`src/rtl/fifo_tx_feeder_pkg.sv`:
```
// fifo_tx_feeder_pkg: shared FSM encoding and default widths for the TX FIFO feeder.
package fifo_tx_feeder_pkg;
   typedef enum logic [1:0] {IDLE = 2'b00, SEND = 2'b01, BUSY = 2'b10} feed_state_t;
   localparam int DEF_DATA_WIDTH     = 8;
   localparam int DEF_CNT_WIDTH      = 8;
   localparam int DEF_TIMEOUT_CYCLES = 64;
endpackage

```
`src/rtl/feed_timeout_cnt.sv`:
```
// feed_timeout_cnt: clearable saturating counter; tc is high once the count reaches MAX.
module feed_timeout_cnt
   import fifo_tx_feeder_pkg::*;
#(
   parameter int MAX = DEF_TIMEOUT_CYCLES - 1
) (
   input  logic clk,
   input  logic rst_n,
   input  logic clr,
   input  logic en,
   output logic tc
);
   localparam int W = (MAX < 2) ? 1 : $clog2(MAX + 1);
   localparam logic [W-1:0] MAX_V = W'(MAX);
   logic [W-1:0] cnt;
   always_ff @(posedge clk or negedge rst_n)
      if (!rst_n) cnt <= '0;
      else if (clr) cnt <= '0;
      else if (en && !tc) cnt <= cnt + 1'b1;
   assign tc = cnt == MAX_V;
endmodule

```
`src/rtl/fifo_tx_feeder.sv`:
```
// fifo_tx_feeder: pops the async TX FIFO one byte at a time and hands it to the UART.
// Optional SEND abort after TIMEOUT_CYCLES is compiled in with FIFO_TX_FEEDER_TIMEOUT_EN.
module fifo_tx_feeder
   import fifo_tx_feeder_pkg::*;
#(
   parameter int DATA_WIDTH     = DEF_DATA_WIDTH,
   parameter int CNT_WIDTH      = DEF_CNT_WIDTH,
   parameter int TIMEOUT_CYCLES = DEF_TIMEOUT_CYCLES
) (
   input  logic                  clk,
   input  logic                  rst_n,
   input  logic                  empty,
   input  logic [DATA_WIDTH-1:0] rd_data,
   output logic                  r_inc,
   input  logic                  tx_busy,
   output logic [DATA_WIDTH-1:0] tx_data,
   output logic                  tx_valid,
   output logic [CNT_WIDTH-1:0]  tx_cnt,
   output logic                  tx_err
);
   feed_state_t state, state_nxt;
   logic pop, accept, timeout;
   if (TIMEOUT_CYCLES < 2) begin : g_bad_timeout
      $error("TIMEOUT_CYCLES must be at least 2");
   end
`ifdef FIFO_TX_FEEDER_TIMEOUT_EN
   logic timeout_tc;
   // Counter is held clear outside SEND, so every SEND entry starts from zero.
   feed_timeout_cnt #(.MAX(TIMEOUT_CYCLES - 1)) u_timeout (
      .clk  (clk),
      .rst_n(rst_n),
      .clr  (state != SEND),
      .en   (state == SEND),
      .tc   (timeout_tc)
   );
   assign timeout = state == SEND && !tx_busy && timeout_tc;
`else
   assign timeout = 1'b0;
`endif
   always_comb begin
      pop = rst_n && !empty && (state == IDLE || (state == BUSY && !tx_busy));
      accept = state == SEND && tx_busy;
      state_nxt = state;
      if (pop) state_nxt = SEND;
      else if (accept) state_nxt = BUSY;
      else if (timeout || (state == BUSY && !tx_busy)) state_nxt = IDLE;
   end
   assign r_inc = pop;
   always_ff @(posedge clk or negedge rst_n)
      if (!rst_n) begin
         state    <= IDLE;
         tx_data  <= '0;
         tx_valid <= 1'b0;
         tx_cnt   <= '0;
         tx_err   <= 1'b0;
      end else begin
         state  <= state_nxt;
         tx_err <= timeout;
         if (pop) begin
            tx_data  <= rd_data;
            tx_valid <= 1'b1;
         end else if (accept || timeout) tx_valid <= 1'b0;
         if (accept) tx_cnt <= tx_cnt + 1'b1;
      end
endmodule

```
`config.mk`:
```
export PLATFORM = sky130hd
export DESIGN_NAME = fifo_tx_feeder
export DESIGN_NICKNAME = d
export VERILOG_FILES = /design/src/rtl/fifo_tx_feeder_pkg.sv /design/src/rtl/feed_timeout_cnt.sv /design/src/rtl/fifo_tx_feeder.sv
export SDC_FILE = /design/constraint.sdc
export NUM_CORES = 1
export LEC_CHECK = 0
export CAP_MARGIN = 25
export CORE_ASPECT_RATIO = 0.75
export CORE_MARGIN = 2
export CORE_UTILIZATION = 36
export CTS_CLUSTER_DIAMETER = 100
export DETAILED_ROUTE_END_ITERATION = 8
export PLACE_DENSITY = 0.74
export SETUP_SLACK_MARGIN = 0.5
export SLEW_MARGIN = 25
export SYNTH_ARGS = -nofsm -noshare
export SYNTH_HDL_FRONTEND = slang
export SYNTH_HIERARCHICAL = 1
export SYNTH_SLANG_ARGS = --single-unit
export TNS_END_PERCENT = 30
```
`constraint.sdc`:
```
create_clock -name clk -period 2 [get_ports clk]
set_input_delay 0.4 -clock clk [delete_from_list [all_inputs] [get_ports clk]]
set_output_delay 0.4 -clock clk [all_outputs]
set_load 0.05 [all_outputs]
```
==> impl_metrics.ini <==
; physical design summary
[clocking]
cts_buffer_depth = 2
cts_setup_buffers = 2

[final_layout]
top_regs = tx_cnt x8, tx_data x8, state x2
diodes = 0
final_area_mm2 = 0.00119
comb_area_um2 = 332
clk_share = 0.0231

[synthesis]
ys_top_cells_by_area = dfrtp_1 (57%), mux2_4 (14%), xor2_1 (5.3%)
ys_seq_frac = 0.571

[sta]
fmax_mhz = 613
hold_viol = 0
fin_ws_ps = 367

[placement]
dp_hpwl_um = 1140
gp_congestion = 0.790
place_ws_ps = 80.2

[global_route]
grt_max_degree = 20

[critical_path]
rr_endpoint = tx_cnt[5]
path_delay_family = buffers and inverters
crit_path_end = r_inc

[run_status]
status = finished clean

[detailed_routing]
highest_layer = met4
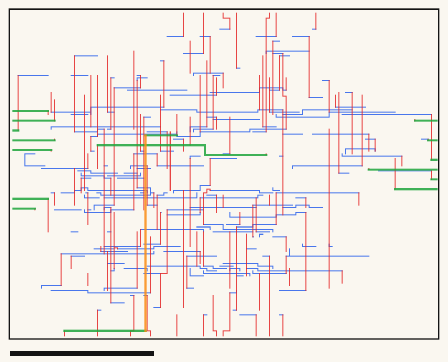
(images/layers.png)
Bar = 20 um.
legend:
  blue:
    layer: M1
    wire_length: 689 um
  red:
    layer: M2
    wire_length: 720 um
  orange:
    layer: M4
    wire_length: 27.2 um
  green:
    layer: M3
    wire_length: 91.3 um

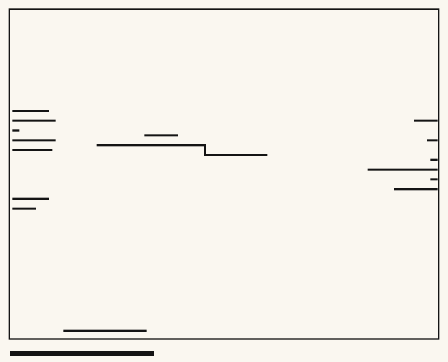
(images/m3.png)
Bar = 20 um.
longest straight run: 14.9 um
nets with wire on the layer: 15
share of all routed wire: 6.0%
wire length on this layer: 91.3 um
main direction: horizontal
Detailed Route WL: 1530 um
routed vias: 563
met3 Use GR: 0.0540

